## src/rtl/game_pkg.sv

```systemverilog
// Shared game-flow types for the runner pipeline (sequencer, spawn and collision blocks).
package game_pkg;

  localparam int unsigned SCORE_W = 16;

  typedef enum logic [2:0] {
    ST_RESET,
    ST_COUNT,
    ST_LOGO,
    ST_ENTER,
    ST_PLAY,
    ST_OVER
  } game_state_t;

endpackage

```

## src/rtl/game_sequencer_if.sv

```systemverilog
// Control/status bundle between the game sequencer and the display pipeline.
interface game_sequencer_if #(
  parameter int unsigned W     = 12,
  parameter int unsigned LANES = 3
);
  import game_pkg::*;

  localparam int unsigned LW = (LANES > 1) ? $clog2(LANES) : 1;

  logic                frame_tick;
  logic                btn_left;
  logic                btn_right;
  logic                btn_restart;
  logic                hit;
  game_state_t         state_o;
  logic                playing;
  logic [W-1:0]        logo_voffset;
  logic [W-1:0]        player_voffset;
  logic signed [W-1:0] player_hoffset;
  logic [LW-1:0]       lane;
  logic [SCORE_W-1:0]  frame_count;

  modport master (
    output frame_tick, btn_left, btn_right, btn_restart, hit,
    input  state_o, playing, logo_voffset, player_voffset, player_hoffset, lane, frame_count
  );

  modport slave (
    input  frame_tick, btn_left, btn_right, btn_restart, hit,
    output state_o, playing, logo_voffset, player_voffset, player_hoffset, lane, frame_count
  );

endinterface

```

## src/rtl/btn_edge.sv

```systemverilog
// Two-flop synchroniser for a raw button followed by a 1-cycle rising-edge pulse.
module btn_edge (
  input  logic CLK100MHZ,
  input  logic CPU_RESETN,
  input  logic btn,
  output logic pulse
);

  logic sync1_q, sync2_q, prev_q;

  always_ff @(posedge CLK100MHZ or negedge CPU_RESETN) begin
    if (!CPU_RESETN) begin
      sync1_q <= 1'b0;
      sync2_q <= 1'b0;
      prev_q  <= 1'b0;
    end else begin
      sync1_q <= btn;
      sync2_q <= sync1_q;
      prev_q  <= sync2_q;
    end
  end

  assign pulse = sync2_q & ~prev_q;

endmodule

```

## src/rtl/game_sequencer.sv

```systemverilog
// Frame-paced game-flow controller: countdown, logo fade-out, player entry, play, game-over,
// plus lane selection and layer offsets. All state advances only on frame_tick.
module game_sequencer
  import game_pkg::*;
#(
  parameter int unsigned W            = 12,
  parameter int unsigned LANES        = 3,
  parameter int unsigned LANE_STEP    = 100,
  parameter int unsigned COUNTDOWN    = 5,
  parameter int unsigned LOGO_STEP    = 30,
  parameter int unsigned LOGO_END     = 640,
  parameter int unsigned PLAYER_START = 180,
  parameter int unsigned PLAYER_END   = 50,
  parameter int unsigned PLAYER_STEP  = 20
) (
  input logic             CLK100MHZ,
  input logic             CPU_RESETN,
  game_sequencer_if.slave bus
);

  localparam int unsigned LW = (LANES > 1) ? $clog2(LANES) : 1;
  localparam int unsigned CW = $clog2(COUNTDOWN + 1) > 0 ? $clog2(COUNTDOWN + 1) : 1;

  localparam logic [CW-1:0] CountInit   = CW'(COUNTDOWN);
  localparam logic [W-1:0]  LogoEnd     = W'(LOGO_END);
  localparam logic [W:0]    LogoStep    = (W + 1)'(LOGO_STEP);
  localparam logic [W-1:0]  PlayerStart = W'(PLAYER_START);
  localparam logic [W-1:0]  PlayerEnd   = W'(PLAYER_END);
  localparam logic [W-1:0]  PlayerStep  = W'(PLAYER_STEP);
  localparam logic [LW-1:0] Center      = LW'((LANES - 1) / 2);
  localparam logic [LW-1:0] LaneMax     = LW'(LANES - 1);

  if (LANES < 2 || LANES * LANE_STEP >= (1 << (W - 1))) begin : g_param_check
    $error("game_sequencer: LANES must be >= 2 and LANES*LANE_STEP must fit in W-1 bits");
  end

  logic left_edge, right_edge, restart_edge;

  btn_edge u_btn_left (
    .CLK100MHZ (CLK100MHZ),
    .CPU_RESETN(CPU_RESETN),
    .btn       (bus.btn_left),
    .pulse     (left_edge)
  );

  btn_edge u_btn_right (
    .CLK100MHZ (CLK100MHZ),
    .CPU_RESETN(CPU_RESETN),
    .btn       (bus.btn_right),
    .pulse     (right_edge)
  );

  btn_edge u_btn_restart (
    .CLK100MHZ (CLK100MHZ),
    .CPU_RESETN(CPU_RESETN),
    .btn       (bus.btn_restart),
    .pulse     (restart_edge)
  );

  game_state_t        state_q, state_d;
  logic [CW-1:0]      countdown_q, countdown_d;
  logic [W-1:0]       logo_q, logo_d;
  logic [W-1:0]       player_q, player_d;
  logic [LW-1:0]      lane_q, lane_d;
  logic [SCORE_W-1:0] frame_count_q, frame_count_d;
  logic left_pend_q, left_pend_d, right_pend_q, right_pend_d;
  logic hit_pend_q, hit_pend_d, restart_pend_q, restart_pend_d;

  logic       tick;
  logic [W:0] logo_sum;
  logic       player_near_end;

  assign tick            = bus.frame_tick;
  assign logo_sum        = {1'b0, logo_q} + LogoStep;
  assign player_near_end = ({1'b0, player_q} <= ({1'b0, PlayerEnd} + {1'b0, PlayerStep}));

  always_comb begin
    state_d       = state_q;
    countdown_d   = countdown_q;
    logo_d        = logo_q;
    player_d      = player_q;
    lane_d        = lane_q;
    frame_count_d = frame_count_q;
    // An edge arriving on the tick cycle survives into the next frame.
    left_pend_d    = tick ? left_edge    : (left_pend_q | left_edge);
    right_pend_d   = tick ? right_edge   : (right_pend_q | right_edge);
    restart_pend_d = tick ? restart_edge : (restart_pend_q | restart_edge);
    hit_pend_d     = (bus.hit && state_q == ST_PLAY) || (hit_pend_q && !tick);

    if (tick) begin
      unique case (state_q)
        ST_RESET: begin
          state_d     = ST_COUNT;
          countdown_d = CountInit;
          logo_d      = '0;
          player_d    = PlayerStart;
          lane_d      = Center;
        end
        ST_COUNT: begin
          if (countdown_q != '0) countdown_d = countdown_q - CW'(1);
          else                   state_d     = ST_LOGO;
        end
        ST_LOGO: begin
          if (logo_q < LogoEnd) logo_d  = (logo_sum >= {1'b0, LogoEnd}) ? LogoEnd : logo_sum[W-1:0];
          else                  state_d = ST_ENTER;
        end
        ST_ENTER: begin
          if (player_q > PlayerEnd) player_d = player_near_end ? PlayerEnd : player_q - PlayerStep;
          else                      state_d  = ST_PLAY;
        end
        ST_PLAY: begin
          if (frame_count_q != '1) frame_count_d = frame_count_q + SCORE_W'(1);
          if (left_pend_q && !right_pend_q && lane_q != '0)       lane_d = lane_q - LW'(1);
          else if (right_pend_q && !left_pend_q && lane_q != LaneMax) lane_d = lane_q + LW'(1);
          if (hit_pend_q) state_d = ST_OVER;
        end
        ST_OVER: begin
          // Restart lands in the same condition as a hardware reset.
          if (restart_pend_q) begin
            state_d       = ST_RESET;
            frame_count_d = '0;
            countdown_d   = CountInit;
            logo_d        = '0;
            player_d      = PlayerStart;
            lane_d        = Center;
          end
        end
        default: state_d = ST_RESET;
      endcase
    end
  end

  always_ff @(posedge CLK100MHZ or negedge CPU_RESETN) begin
    if (!CPU_RESETN) begin
      state_q        <= ST_RESET;
      countdown_q    <= CountInit;
      logo_q         <= '0;
      player_q       <= PlayerStart;
      lane_q         <= Center;
      frame_count_q  <= '0;
      left_pend_q    <= 1'b0;
      right_pend_q   <= 1'b0;
      hit_pend_q     <= 1'b0;
      restart_pend_q <= 1'b0;
    end else begin
      state_q        <= state_d;
      countdown_q    <= countdown_d;
      logo_q         <= logo_d;
      player_q       <= player_d;
      lane_q         <= lane_d;
      frame_count_q  <= frame_count_d;
      left_pend_q    <= left_pend_d;
      right_pend_q   <= right_pend_d;
      hit_pend_q     <= hit_pend_d;
      restart_pend_q <= restart_pend_d;
    end
  end

  assign bus.state_o        = state_q;
  assign bus.playing        = (state_q == ST_PLAY);
  assign bus.logo_voffset   = logo_q;
  assign bus.player_voffset = player_q;
  assign bus.lane           = lane_q;
  assign bus.frame_count    = frame_count_q;
  assign bus.player_hoffset = W'((int'(lane_q) - int'(Center)) * int'(LANE_STEP));

endmodule

```

## src/flat_wrapper.sv

```systemverilog
// flat-port wrapper written by rule: the top's interface ports become plain ports
module game_sequencer_flat import game_pkg::*;
#(
  parameter int unsigned W            = 12,
  parameter int unsigned LANES        = 3,
  parameter int unsigned LANE_STEP    = 100,
  parameter int unsigned COUNTDOWN    = 5,
  parameter int unsigned LOGO_STEP    = 30,
  parameter int unsigned LOGO_END     = 640,
  parameter int unsigned PLAYER_START = 180,
  parameter int unsigned PLAYER_END   = 50,
  parameter int unsigned PLAYER_STEP  = 20
)
  (CLK100MHZ, CPU_RESETN, bus_frame_tick, bus_btn_left, bus_btn_right, bus_btn_restart, bus_hit, bus_state_o, bus_playing, bus_logo_voffset, bus_player_voffset, bus_player_hoffset, bus_lane, bus_frame_count);
  game_sequencer_if #(.W(W), .LANES(LANES)) bus_i ();
  input logic CLK100MHZ;
  input logic CPU_RESETN;
  input wire logic [$bits(bus_i.frame_tick)-1:0] bus_frame_tick;
  input wire logic [$bits(bus_i.btn_left)-1:0] bus_btn_left;
  input wire logic [$bits(bus_i.btn_right)-1:0] bus_btn_right;
  input wire logic [$bits(bus_i.btn_restart)-1:0] bus_btn_restart;
  input wire logic [$bits(bus_i.hit)-1:0] bus_hit;
  output wire logic [$bits(bus_i.state_o)-1:0] bus_state_o;
  output wire logic [$bits(bus_i.playing)-1:0] bus_playing;
  output wire logic [$bits(bus_i.logo_voffset)-1:0] bus_logo_voffset;
  output wire logic [$bits(bus_i.player_voffset)-1:0] bus_player_voffset;
  output wire logic [$bits(bus_i.player_hoffset)-1:0] bus_player_hoffset;
  output wire logic [$bits(bus_i.lane)-1:0] bus_lane;
  output wire logic [$bits(bus_i.frame_count)-1:0] bus_frame_count;
  assign bus_i.frame_tick = bus_frame_tick;
  assign bus_i.btn_left = bus_btn_left;
  assign bus_i.btn_right = bus_btn_right;
  assign bus_i.btn_restart = bus_btn_restart;
  assign bus_i.hit = bus_hit;
  assign bus_state_o = bus_i.state_o;
  assign bus_playing = bus_i.playing;
  assign bus_logo_voffset = bus_i.logo_voffset;
  assign bus_player_voffset = bus_i.player_voffset;
  assign bus_player_hoffset = bus_i.player_hoffset;
  assign bus_lane = bus_i.lane;
  assign bus_frame_count = bus_i.frame_count;
  game_sequencer #(.W(W), .LANES(LANES), .LANE_STEP(LANE_STEP), .COUNTDOWN(COUNTDOWN), .LOGO_STEP(LOGO_STEP), .LOGO_END(LOGO_END), .PLAYER_START(PLAYER_START), .PLAYER_END(PLAYER_END), .PLAYER_STEP(PLAYER_STEP)) u_core (.CLK100MHZ(CLK100MHZ), .CPU_RESETN(CPU_RESETN), .bus(bus_i));
endmodule
```

## config.mk

```make
export PLATFORM = sky130hd
export DESIGN_NAME = game_sequencer_flat
export DESIGN_NICKNAME = d
export VERILOG_FILES = /design/src/rtl/game_pkg.sv /design/src/rtl/game_sequencer_if.sv /design/src/rtl/btn_edge.sv /design/src/rtl/game_sequencer.sv /design/src/flat_wrapper.sv
export SDC_FILE = /design/constraint.sdc
export NUM_CORES = 1
export LEC_CHECK = 0
export ABC_AREA = 1
export ABC_CLOCK_PERIOD_IN_PS = 3400
export CAP_MARGIN = 20
export CORE_MARGIN = 2
export CORE_UTILIZATION = 50
export CTS_BUF_LIST = sky130_fd_sc_hd__clkbuf_8
export CTS_CLUSTER_SIZE = 8
export DETAILED_ROUTE_END_ITERATION = 6
export GPL_TIMING_DRIVEN = 0
export PLACE_DENSITY = 0.77
export RECOVER_POWER = 50
export SYNTH_ARGS = -nofsm -noshare
export SYNTH_HDL_FRONTEND = slang
export SYNTH_SLANG_ARGS = --single-unit
```

## constraint.sdc

```tcl
create_clock -name CLK100MHZ -period 3.4 [get_ports CLK100MHZ]
set_clock_uncertainty 0.1 [all_clocks]
set_input_delay 0.68 -clock CLK100MHZ [delete_from_list [all_inputs] [get_ports CLK100MHZ]]
set_output_delay 0.68 -clock CLK100MHZ [all_outputs]
set_load 0.01 [all_outputs]
```

### Zoomed window, run 1

Window x 38 to 88, y 38 to 88 um. Cells in grey, sequential cells in the stronger grey; small squares are vias.
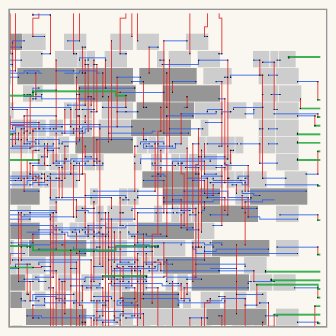
legend:
  green:
    layer: met3
  blue:
    layer: met1
  red:
    layer: met2
cells with their middle in the window: 166
netlist names of flops here include: `u_core.bus.frame_count` (4), `u_core.bus.state_o` (3), `u_core.bus.lane` (2)
most frequent: clkdlybuf4s50_1 (23), nand2_1 (22), dfrtp_1 (19)
sequential cells in the window: 22

### Clock wiring as the flow saved it, run 1

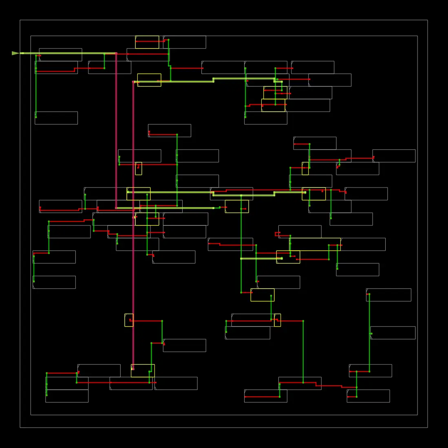
clk_buf instances: 11
clock group power: 633 uW
total CTS buffers: 9

### Placement by cell class, run 1

(6 px per um)
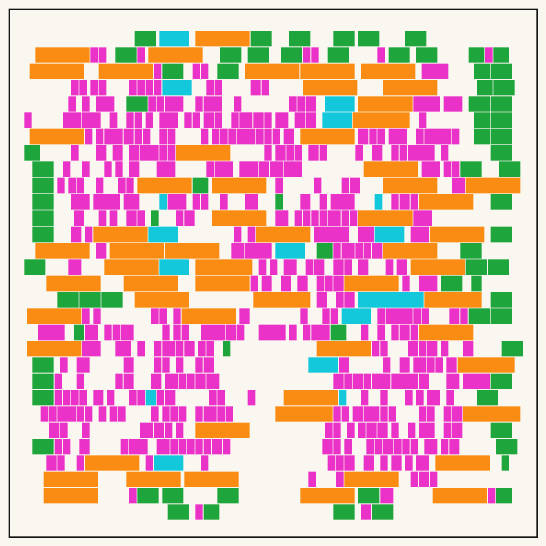
legend:
  green:
    class: other buffers and delay cells
    cells: 77
    share_of_their_area: 16%
  cyan:
    class: clock drivers and dummy loads
    cells: 16
    share_of_their_area: 4.6%
  magenta:
    class: all other logic
    cells: 390
    share_of_their_area: 44%
  orange:
    class: flip-flops
    cells: 59
    share_of_their_area: 35%

==> reports/metrics.yaml, run 1 <==
placed_design:
  dpl_worst_slack_ns: 0.916
  dp_hpwl_mm: 5.72
cells_and_area:
  clkCellAreaFrac_pct: 4.49
  comb_cells: 336
  seq_area_share_pct: 33.7
  seqCellArea_um2: 1490
  fillCellCount: 615
  finalInstanceArea_um2: 4400
grt:
  use_met1_pct: 30.1
  grt_first_pass_wirelength_mm: 13.5
  overflow: 0
  busiest_layer: "met2"
  grt_pass1_vias: 3070
  met2_usage_pct: 35.3
  grt_util_all_layers_pct: 22.3
  antenna_found_initial: 0
  use_met3_pct: 3.96
setup_path:
  path_class: "flop to output pin"
  r2r-end: "u_core.bus.frame_count[15]"
  max_stage_delay_ns: 0.61
  worstPathArrival_ns: 2.10
yosys:
  ys_seq_share_pct: 42.4
  area_leaders: "dfrtp_1 (37%), nand2_1 (15%), dfstp_2 (5.2%)"
  ys_sh_mux_pct: 0
  logic_family: "simple AND/OR/NAND/NOR gates"
  synth_top_area_share_pct: 37.1
  synth_warnings: 0
power_and_ir_drop:
  power_leakage_nw: 2.09
  power_leader: "combinational logic"
  p_seq_mw: 1.04
  power_density_nw_per_um2: 749
hold_path:
  holdPathEnd: "u_core.u_btn_restart.sync2_q"
  worstHoldStart: "u_core.u_btn_restart.sync1_q"
detailed_routing:
  drt_iter0_drc: 102
  vias_per_cell: 4.99
clock_network:
  cts_root_buf: "clkbuf_8"
  cts_sinks: 59
  clock_latency_ns: 0.34
timing:
  worst_pin_slew_ns: 1.04
  fin_crit_ns: 2.88
  final_max_slew_viol_count: 0
  max_freq_mhz: 347
  rsz0062_at_grt: "false"
die:
  ios: 65
  die_h_um: 87.7
  nWellTaps: 96
outcome:
  outcome: "finished clean"
### Ports around the boundary, run 1

(4 px per um) Pins as bars across the die edge, other pins in grey.
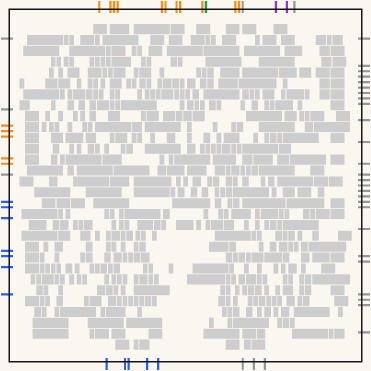

## Run 2: what changed since run 1
ABC_CLOCK_PERIOD_IN_PS = 2700   (was 3400)
clock period = 2.7 ns   (was 3.4 ns; I/O delays follow)
### Ports around the boundary, run 2

(4 px per um) Pins as bars across the die edge, other pins in grey.
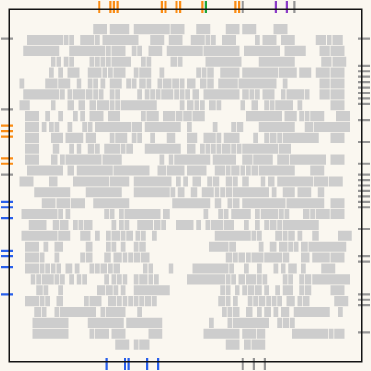
legend:
  purple:
    port: `bus_lane`
    pins: 2
    direction: output
    edge: north
  blue:
    port: `bus_logo_voffset`
    pins: 12
    direction: output
    edge: 7 west, 5 south
  green:
    port: `bus_btn_left`
    pins: 1
    direction: input
    edge: north
  orange:
    port: `bus_frame_count`
    pins: 16
    direction: output
    edge: 11 north, 5 west
all pins by edge: 26 east, 16 north, 15 west, 8 south

### Zoomed window, run 2

Window x 38 to 88, y 38 to 88 um. Cells in grey, sequential cells in the stronger grey; small squares are vias.
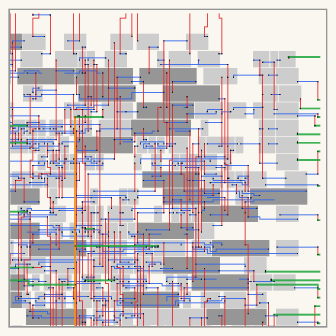
legend:
  blue:
    layer: met1
  orange:
    layer: met4
  green:
    layer: met3
  red:
    layer: met2
most frequent: nand2_1 (22), clkdlybuf4s50_1 (21), dfrtp_1 (19)
sequential cells in the window: 22
netlist names of flops here include: `u_core.bus.frame_count` (4), `u_core.bus.state_o` (3), `u_core.bus.lane` (2)
cells with their middle in the window: 166

==> reports/metrics.yaml, run 2 <==
outcome:
  outcome: "finished clean"
yosys:
  area_leaders: "dfrtp_1 (37%), nand2_1 (15%), dfstp_2 (5.2%)"
  synth_warnings: 0
  ys_seq_share_pct: 42.4
  logic_family: "simple AND/OR/NAND/NOR gates"
  ys_sh_mux_pct: 0
timing:
  worst_pin_slew_ns: 1.03
  fin_crit_ns: 2.61
  final_max_slew_viol_count: 0
grt:
  antenna_found_initial: 0
  overflow: 0
die:
  die_h_um: 87.7
  ios: 65
setup_path:
  worstPathArrival_ns: 1.97
placed_design:
  dpl_worst_slack_ns: 0.356
detailed_routing:
  vias_per_cell: 5.02
cells_and_area:
  finalInstanceArea_um2: 4430
  comb_cells: 336
  fillCellCount: 609
clock_network:
  cts_made_buffers: 9
  cts_sinks: 59
## Run 3: what changed since run 2
CAP_MARGIN = 40   (was 20)
CORE_UTILIZATION = 45   (was 50)
PLACE_DENSITY = 0.7   (was 0.77)
SKIP_CTS_REPAIR_TIMING = 1   (was not set)
### Clock wiring as the flow saved it, run 3

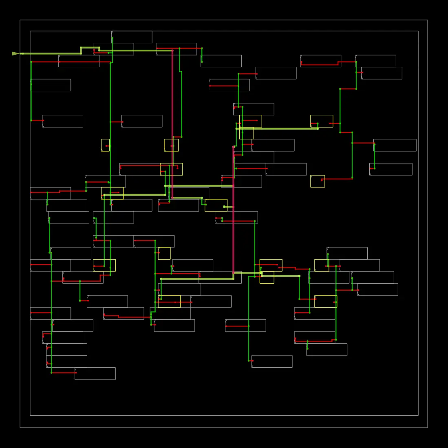
Flop Count: 59
clk_lat worst skew: 0.34 ns
clock group power: 738 uW
clk_buf instances: 9
clk sinks: 59

### Placement by cell class, run 3

(6 px per um)
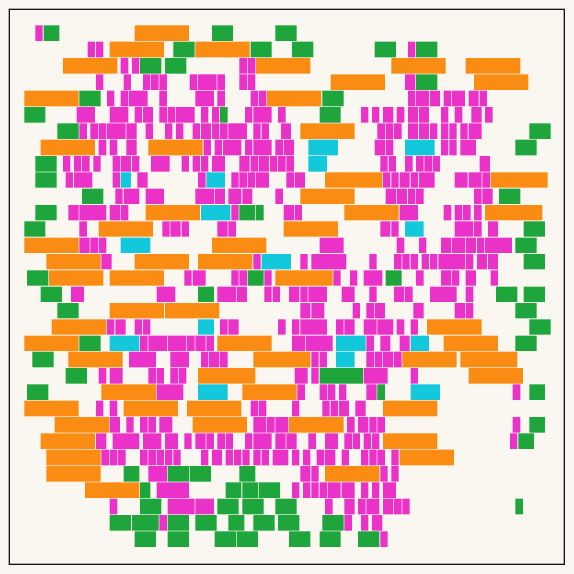
legend:
  magenta:
    class: all other logic
    cells: 390
    share_of_their_area: 44%
  green:
    class: other buffers and delay cells
    cells: 78
    share_of_their_area: 17%
  orange:
    class: flip-flops
    cells: 59
    share_of_their_area: 35%
  cyan:
    class: clock drivers and dummy loads
    cells: 16
    share_of_their_area: 4.2%

==> reports/metrics.yaml, run 3 <==
outcome:
  outcome: "complete, but fails checks"
  violations: "capacitance limit, slew limit"
grt:
  busiest_layer: "met2"
  use_met3_pct: 5.01
  grt_pass1_vias: 2961
cells_and_area:
  fillCellCount: 703
  comb_cells: 336
timing:
  worst_pin_slew_ns: 1.71
  final_max_slew_viol_count: 31
  fin_crit_ns: 2.56
run:
  maxCapViolations: 1
yosys:
  synth_warnings: 0
  synth_top_area_share_pct: 37.1
  ys_seq_share_pct: 42.4
placed_design:
  dp_hpwl_mm: 5.88
setup_path:
  worstPathArrival_ns: 1.92
  max_stage_delay_ns: 0.58
  r2r-end: "u_core.bus.frame_count[4]"
power_and_ir_drop:
  power_leakage_nw: 2.10
  p_seq_mw: 1.30
detailed_routing:
  vias_per_cell: 4.94
Power figures rest on the tool's default switching activity, not on a simulated workload.
